### src/rtl/fifo_wptr_full.sv
// fifo_wptr_full: write-side pointer, full/fill/overflow flags of an async FIFO.
// Ports: i_wclk/i_wrst (async active-high) clock/reset; i_winc write request;
// i_rptr_gray read-domain Gray pointer; o_waddr memory write address;
// o_wptr_gray Gray write pointer to read domain; o_wfull full; o_wcount fill
// level; o_wovf sticky overflow; o_wafull almost-full (only with
// WPTR_ALMOST_FULL_EN defined).
module fifo_wptr_full #(
  parameter int P_WIDTH  = 4,
  parameter int AF_LEVEL = 2
) (
  input  logic               i_wclk,
  input  logic               i_wrst,
  input  logic               i_winc,
  input  logic [P_WIDTH:0]   i_rptr_gray,
  output logic [P_WIDTH-1:0] o_waddr,
  output logic [P_WIDTH:0]   o_wptr_gray,
  output logic               o_wfull,
  output logic [P_WIDTH:0]   o_wcount,
  output logic               o_wovf
`ifdef WPTR_ALMOST_FULL_EN
  ,output logic              o_wafull
`endif
);
  logic [P_WIDTH:0] r_wbin, r_wgray, r_rq1, r_rq2, r_wcount;
  logic             r_wfull, r_wovf;
  logic             w_wen;
  logic [P_WIDTH:0] w_wbin_nxt, w_wgray_nxt, w_rbin_s, w_wcount_nxt;
  assign w_wen        = i_winc & ~r_wfull;
  assign w_wbin_nxt   = r_wbin + (P_WIDTH+1)'(w_wen);
  assign w_wgray_nxt  = (w_wbin_nxt >> 1) ^ w_wbin_nxt;
  assign w_wcount_nxt = w_wbin_nxt - w_rbin_s;
  always_comb begin
    w_rbin_s = '0;
    for (int i = 0; i <= P_WIDTH; i++) w_rbin_s[i] = ^(r_rq2 >> i);
  end
  always_ff @(posedge i_wclk or posedge i_wrst) begin
    if (i_wrst) begin
      r_wbin   <= '0;
      r_wgray  <= '0;
      r_rq1    <= '0;
      r_rq2    <= '0;
      r_wcount <= '0;
      r_wfull  <= 1'b0;
      r_wovf   <= 1'b0;
    end else begin
      r_rq1    <= i_rptr_gray;
      r_rq2    <= r_rq1;
      r_wbin   <= w_wbin_nxt;
      r_wgray  <= w_wgray_nxt;
      r_wcount <= w_wcount_nxt;
      // full when write pointer is one lap ahead: top two Gray bits inverted
      r_wfull  <= w_wgray_nxt == {~r_rq2[P_WIDTH:P_WIDTH-1], r_rq2[P_WIDTH-2:0]};
      r_wovf   <= r_wovf | (i_winc & r_wfull);
    end
  end
`ifdef WPTR_ALMOST_FULL_EN
  localparam logic [P_WIDTH:0] L_DEPTH = (P_WIDTH+1)'(1 << P_WIDTH);
  localparam logic [P_WIDTH:0] L_AF    = (P_WIDTH+1)'(AF_LEVEL);
  logic r_wafull;
  always_ff @(posedge i_wclk or posedge i_wrst) begin
    if (i_wrst) r_wafull <= 1'b0;
    else r_wafull <= (L_DEPTH - w_wcount_nxt) <= L_AF;
  end
  assign o_wafull = r_wafull;
`endif
  assign o_waddr     = r_wbin[P_WIDTH-1:0];
  assign o_wptr_gray = r_wgray;
  assign o_wfull     = r_wfull;
  assign o_wcount    = r_wcount;
  assign o_wovf      = r_wovf;
endmodule

### config.mk
export PLATFORM = sky130hd
export DESIGN_NAME = fifo_wptr_full
export DESIGN_NICKNAME = d
export VERILOG_FILES = /design/src/rtl/fifo_wptr_full.sv
export SDC_FILE = /design/constraint.sdc
export NUM_CORES = 1
export LEC_CHECK = 0
export CORE_ASPECT_RATIO = 1.2
export CORE_MARGIN = 5
export CORE_UTILIZATION = 45
export DETAILED_ROUTE_END_ITERATION = 7
export PLACE_DENSITY = 0.74
export SLEW_MARGIN = 20
export SYNTH_ARGS = -nofsm -noshare
export SYNTH_HDL_FRONTEND = slang
export SYNTH_SLANG_ARGS = --single-unit
export TNS_END_PERCENT = 30
### constraint.sdc
create_clock -name i_wclk -period 2.4 [get_ports i_wclk]
set_input_delay 0.24 -clock i_wclk [delete_from_list [all_inputs] [get_ports i_wclk]]
set_output_delay 0.24 -clock i_wclk [all_outputs]
set_load 0.005 [all_outputs]
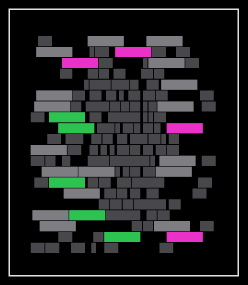
(run_1/registers.png)
Drawn at 4 px/um. Other sequential cells in the stronger grey, the rest of the logic in the fainter grey.
legend:
  magenta:
    signal: o_wptr_gray
    sequential_cells: 4
  green:
    signal: r_rq2
    sequential_cells: 5
not coloured: 17
P_seq: 706 uW
Seq. cell area: 650.6 um^2
Finished Core Util: 0.6465
sequential share of cell area: 0.3982

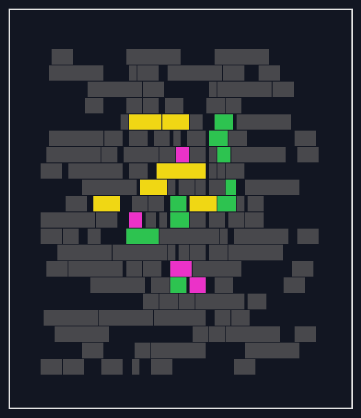
(run_1/gate_families.png)
Drawn at 6 px/um.
legend:
  magenta:
    family: AND and OR gates
    cells: 4
    most_used: or3_1
    where: centre
  yellow:
    family: adder and majority cells
    cells: 6
    most_used: ha_1
    where: centre
  green:
    family: inverting AOI/OAI gates
    cells: 9
    most_used: a221oi_1
    where: centre

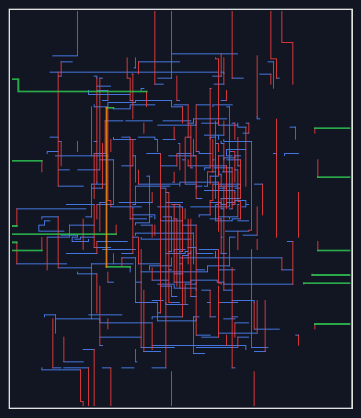
(run_1/metal_stack.png)
Drawn at 6 px/um.
legend:
  green:
    layer: met3
    wire_length: 93.6 um
  red:
    layer: met2
    wire_length: 1060 um
  blue:
    layer: met1
    wire_length: 764 um
  orange:
    layer: met4
    wire_length: 26.5 um
WL final: 1947 um
total number of vias: 766
GRT Total Usage: 0.1211
Avg WL per Cell: 11.80 um

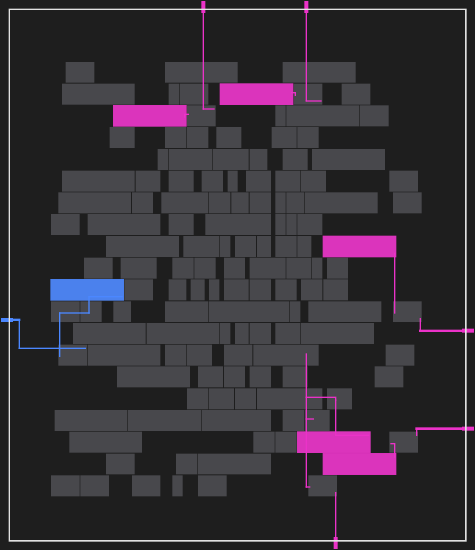
(run_1/port_nets.png)
Drawn at 8 px/um.
legend:
  magenta:
    port: o_wptr_gray
    direction: output
    edge: 2 top, 2 right, 1 bottom
    end_cells: 5
    buffers: 5
    wire: 87.4 um
  blue:
    port: o_wovf
    direction: output
    edge: left
    end_cells: 1
    buffers: 1
    wire: 27.8 um
IO Count: 24
# port buffers: 23

==> out/metrics.yaml, run 1 <==
die:
  rows: 20
  fp_util: 0.4698
  die_y_um: 66.27
  die-area_um2: 3770
  coreArea_um2: 2527
  die_x_um: 56.89
logic_synthesis:
  syn-num-nets: 102
  synthArstFlopShare: 1.000
  ys_ff: 26
  synthesis.instances: 88
  topCellsByArea: "dfrtp_1 55%, xnor2_1 6.6%, xor2_1 6.6%, xnor3_1 5.7%, ha_1 5.3%"
  simple_gate_share: 0.05479
  yosysMostFrequentCell: "dfrtp_1"
  ys_area_um2: 1187
  synth_area_um2: 1187
  syn_area_per_cell_um2: 13.49
  yosysWarnings: 0
  synthDistinctLibCells: 24
  ys_sh_aoi: 0.07692
  common_cells: "26 x dfrtp_1, 11 x inv_1, 9 x xnor2_1, 9 x xor2_1, 5 x ha_1"
  muxShareOfSynthArea: 0
  yosysTopAreaCellShare: 0.5479
  edf_count: 0
  top_logic_kind: "XOR/XNOR gates"
  ys_seq_share: 0.5479
  ys_sh_xor: 0.2129
  ys_cells: 88
  synthAdderAreaFrac: 0.06955
sta:
  max_freq_mhz: 416.0
  holdWs_ns: 0.2523
  finalSetupViolations: 1
  slew_headroom: 0.7740
  finalClockPeriodUsage: 1.002
  worst_pin_slew_ns: 0.3390
  finalClockSkew_ns: 0.003763
  fin_crit_ns: 2.404
  finalMaxSlewViolations: 0
  timing.final.ws_setup_ns: -0.003628
  hold_viol_final: 0
critical_path:
  startpoint_type: "flop"
  cp_max_fo: 2
  end_kind: "flop"
  critPathKind: "flop to flop"
  crit_arrival_ns: 2.61
  cp.required_ns: 2.60
status:
  status: "finished with violations"
  violations: "setup timing"
flow_run:
  cap_violations: 0
  log.warning_count: 29
cells_and_area:
  lay_top_count: "dfrtp_1"
  final_cell_mix: "26 x dfrtp_1, 23 x clkdlybuf4s50_1, 19 x buf_4, 11 x inv_1, 9 x xnor2_1"
  fillerInstances: 195
  finish.instance_area_um2: 1634
  antennaDiodeCount: 0
  area.growth.synth_to_final_pct: 37.62
  drive_above_1_share: 0.2273
global_routing:
  grt_pass1_vias: 834
  grt_start_max_net_pins: 27
  gr-total-overflow: 0
  grt_pass1_wl_um: 3546
  antenna_found_initial: 0
clock_tree:
  clockRootBuffer: "clkbuf_4"
  numCtsBuffers: 3
  clkTransAtPathRegs_ns: 0.13
  cts_tree: "built"
  cts_buffer_depth: 2
  cts_resized: 0
  cts_hold_buffers: 0
  clock_sinks: 26
  clk_latency_ns: 0.32
place:
  placed_area_um2: 1604
  place_congestion: 0.7580
  hpwl_um: 1574
worst_hold_path:
  hold_class: "input pin to async pin"
detailed_routing:
  dr.pass1.iters: 2
  dr.first_iter.drc_count: 24
  drt-vias-per-instance: 4.642
  drc: 0
  postRouteAntennaNets: 0
power:
  power_density_nw_per_um2: 1375
  p_leak_uw: 0.0007684
==> run 1: stage by stage <==
step / setup WS (ns) / std cells / util / total power, uW / TNS, ns
3_3_place_gp: -0.05268 / 161 / 0.6347 / 2072 / -0.1483
6_report: -0.003628 / 165 / 0.6465 / 2247 / -0.003628
2_1_floorplan: -0.06915 / 88 / - / 1469 / -0.06915
4_1_cts: -0.01303 / 165 / 0.6465 / 2285 / -0.01303
3_5_place_dp: -0.1047 / 161 / 0.6347 / 2105 / -0.2978
5_1_grt: -0.09987 / 165 / 0.6465 / 2476 / -0.09987
==> run 1: kinds of logic (layout without fill, tap and decap cells) <==
| kind of cell | after synthesis | in the layout |
|---|---|---|
| DFF | 26 | 26 |
| xor gates and xnor gates | 22 | 22 |
| buffers and inverters | 12 | 56 |
| AOI/OAI and AO/OA | 11 | 11 |
| and+or+nand+nor | 11 | 11 |
| adders and majority gates | 6 | 6 |
==> run 1: report_power, final <==
| part | internal [uW] | switching (uW) |
|---|---|---|
| Sequential | 596 | 109 |
| Clock | 58.8 | 118 |
| Combinational | 828 | 537 |
| Total | 1480 | 764 |
==> run 1: worst paths after layout <==
| kind | startpoint | to | slack [ns] | cells after the start |
|---|---|---|---|---|
| max | r_rq2[2]$_DFF_PP0_ | o_wcount[4]$_DFF_PP0_ | -0.004 | 8 |
| min | i_wrst | r_rq2[4]$_DFF_PP0_ | 0.25 | 3 |
| max reg2reg | r_rq2[2]$_DFF_PP0_ | o_wcount[4]$_DFF_PP0_ | -0.004 | 8 |
| min reg2reg | r_rq1[3]$_DFF_PP0_ | r_rq2[3]$_DFF_PP0_ | 0.36 | 0 |
| max in group asynchronous | i_wrst | o_wcount[0]$_DFF_PP0_ | 1.91 | 3 |
| min in group i_wclk | i_rptr_gray[3] | r_rq1[3]$_DFF_PP0_ | 0.35 | 1 |
==> run 1: state kept, by name (all words and copies together) (netlist names) <==
| register | cells |
|---|---|
| r_wbin | 5 |
| o_wovf | 1 |
| r_rq2 | 5 |
| o_wfull | 1 |
| o_wptr_gray | 4 |
| o_wcount | 5 |
| r_rq1 | 5 |
==> run 1: layout make-up <==
class / instances / area [um^2] / area share
well taps: 33 / 41.29 / 0.02527
repair buffers: 42 / 372.9 / 0.2282
multi-input cells: 50 / 505.5 / 0.3093
flip-flops and latches: 26 / 650.6 / 0.3982
inverters: 11 / 41.29 / 0.02527
clock buffers: 3 / 22.52 / 0.01378
==> run 1: repair_timing <==
item	4_1_cts	5_1_grt
endpoints found under the setup margin	1	1
buffers inserted	1	0
pin swaps	8	3
==> run 1: critical path, stage by stage (launching register included) <==
cell     delay, ns
dfrtp_1       0.42
xnor3_2       0.41
xor2_2        0.17
xnor2_1       0.13
ha_2          0.18
fa_2          0.33
or3_1         0.33
a32oi_1       0.22
o22ai_1       0.10
==> run 1: routing by layer <==
layer / vias up / wire length, um / GRT usage
li1: 379 / - / -
met1: 371 / 763 / 0.1313
met2: 14 / 1063 / 0.2314
met3: 2 / 93 / 0.02734
met4: 0 / 26 / 0.03478
met5: - / 0 / 0
==> run 1 -> run 2 <==
- CTS_BUF_LIST: default -> sky130_fd_sc_hd__clkbuf_4
- CTS_CLUSTER_DIAMETER: default -> 200
==> out/metrics.yaml, run 2 <==
critical_path:
  startpoint_type: "flop"
  cp_max_fo: 2
  crit_arrival_ns: 2.61
  critPathKind: "flop to flop"
  end_kind: "flop"
  cp.required_ns: 2.60
sta:
  finalMaxSlewViolations: 0
  hold_viol_final: 0
  finalClockPeriodUsage: 1.002
  timing.final.ws_setup_ns: -0.003628
  fin_crit_ns: 2.404
  finalSetupViolations: 1
  rsz0062_at_grt: "true"
  max_freq_mhz: 416.0
  slew_headroom: 0.7740
  worst_pin_slew_ns: 0.3390
  finalClockSkew_ns: 0.003763
place:
  dp_slack_ns: -0.1047
  placed_area_um2: 1604
  port_buffers: 23
  hpwl_um: 1574
  place_congestion: 0.7580
logic_synthesis:
  syn-num-nets: 102
  common_cells: "26 x dfrtp_1, 11 x inv_1, 9 x xnor2_1, 9 x xor2_1, 5 x ha_1"
  topCellsByArea: "dfrtp_1 55%, xnor2_1 6.6%, xor2_1 6.6%, xnor3_1 5.7%, ha_1 5.3%"
  synthDistinctLibCells: 24
  edf_count: 0
  yosys.area.top_type: "dfrtp_1"
  ff_type: "dfrtp_1"
  ys_cells: 88
  ys_seq_share: 0.5479
  yosysWarnings: 0
  ys_area_um2: 1187
  synthArstFlopShare: 1.000
  yosysMostFrequentCell: "dfrtp_1"
  synthesis.instances: 88
  syn_area_per_cell_um2: 13.49
  ys_ff: 26
  yosysTopAreaCellShare: 0.5479
  synth_area_um2: 1187
power:
  power_density_nw_per_um2: 1375
  ir_drop_mv: 0.7912
  p_leak_uw: 0.0007684
global_routing:
  antenna_found_initial: 0
  grt_pass1_vias: 834
  grt_pass1_wl_um: 3546
  gr-total-overflow: 0
  grt_use_total: 0.1211
  grt_start_max_net_pins: 27
status:
  status: "finished with violations"
  violations: "setup timing"
clock_tree:
  cts_tree: "built"
  clock_sinks: 26
  cts_resized: 0
  cts_hold_buffers: 0
  clk_latency_ns: 0.32
  ctsHtreeMaxLevel: 1
  clkTransAtPathRegs_ns: 0.13
  cts_buffer_depth: 2
  clockRootBuffer: "clkbuf_4"
die:
  rows: 20
  die-area_um2: 3770
  die_x_um: 56.89
  die_y_um: 66.27
  fp_util: 0.4698
  coreArea_um2: 2527
  ios: 24
cells_and_area:
  fillerInstances: 195
  area.growth.synth_to_final_pct: 37.62
  antennaDiodeCount: 0
  lay_top_count: "dfrtp_1"
  finish.instance_area_um2: 1634
  fin_util: 0.6465
  nets: 148
  final_cell_mix: "26 x dfrtp_1, 23 x clkdlybuf4s50_1, 19 x buf_4, 11 x inv_1, 9 x xnor2_1"
  drive_above_1_share: 0.2273
detailed_routing:
  dr.pass1.iters: 2
  wl_per_cell_um: 11.80
  finalWirelength_um: 1947
  postRouteAntennaNets: 0
  drc: 0
  dr.first_iter.drc_count: 24
  drt-vias-per-instance: 4.642
  vias: 766
flow_run:
  cap_violations: 0
  log.warning_count: 29
worst_hold_path:
  hold_class: "input pin to async pin"
-- run 2: cell counts in the layout (fill, tap and decap cells not counted) --
No cell type changed its count.
-- run 2: worst max-delay path: stages (launching register included) --
cell,delay [ns]
dfrtp_1,0.42
xnor3_2,0.41
xor2_2,0.17
xnor2_1,0.13
ha_2,0.18
fa_2,0.33
or3_1,0.33
a32oi_1,0.22
o22ai_1,0.10
-- run 2: through the flow --
step,setup TNS (ns),hold WS (ns),cells,power (uW)
2_1_floorplan,-0.06915,0.2714,88,1469
3_3_place_gp,-0.1483,0.3330,161,2072
3_5_place_dp,-0.2978,0.3356,161,2105
4_1_cts,-0.01303,0.2630,165,2285
5_1_grt,-0.09987,0.3117,165,2476
6_report,-0.003628,0.2523,165,2247
-- run 2: timing repair --
action                                 in CTS  in global routing
endpoints found under the hold margin       0                  0
buffers inserted                            1                  0
setup endpoints to repair                   1                  1
pin swaps                                   8                  3
-- run 2: area by class of cell --
cell class                 count  area [um^2]  share of cell area
sequential                    26        650.6              0.3982
multi-input combinational     50        505.5              0.3093
tap                           33        41.29             0.02527
inverter                      11        41.29             0.02527
clock buffer                   3        22.52             0.01378
timing repair buffer          42        372.9              0.2282
-- run 2: cells by family after synthesis --
family,Yosys count,synth area share
buffers and inverters,12,0.03793
adder cells (fa/ha/maj),6,0.06955
XOR/XNOR,22,0.2129
AND-OR/OR-AND,11,0.07693
AND/OR/NAND/NOR,11,0.05479
flip-flops,26,0.5479
-- run 2: power breakdown --
group	leakage, uW	switching [uW]	internal, uW	total [uW]
Combinational	0.000448	537	828	1360
Clock	0.0000138	118	58.8	177
Sequential	0.000307	109	596	706
-- run 2: worst paths after layout --
path / to / slack [ns] / depth (start not counted) / start
worst max register to register: o_wcount[4]$_DFF_PP0_ / -0.004 / 8 / r_rq2[2]$_DFF_PP0_
worst min-delay path: r_rq2[4]$_DFF_PP0_ / 0.25 / 3 / i_wrst
worst min register to register: r_rq2[3]$_DFF_PP0_ / 0.36 / 0 / r_rq1[3]$_DFF_PP0_
min in group i_wclk: r_rq1[3]$_DFF_PP0_ / 0.35 / 1 / i_rptr_gray[3]
max in group asynchronous: o_wcount[0]$_DFF_PP0_ / 1.91 / 3 / i_wrst
worst max-delay path: o_wcount[4]$_DFF_PP0_ / -0.004 / 8 / r_rq2[2]$_DFF_PP0_
-- run 2: routing by layer --
layer / part of all wire / vias up / GRT usage
met3: 0.048 / 2 / 0.02734
li1: - / 379 / -
met1: 0.39 / 371 / 0.1313
met5: 0 / - / 0
met4: 0.013 / 0 / 0.03478
met2: 0.55 / 14 / 0.2314
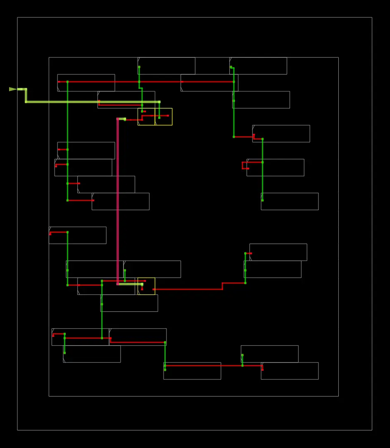
(run_2/final_clocks.png)
CLK BUF: 3
Num CTS Buffers: 3

No activity file was given, so power comes from the tool's default toggle rates.
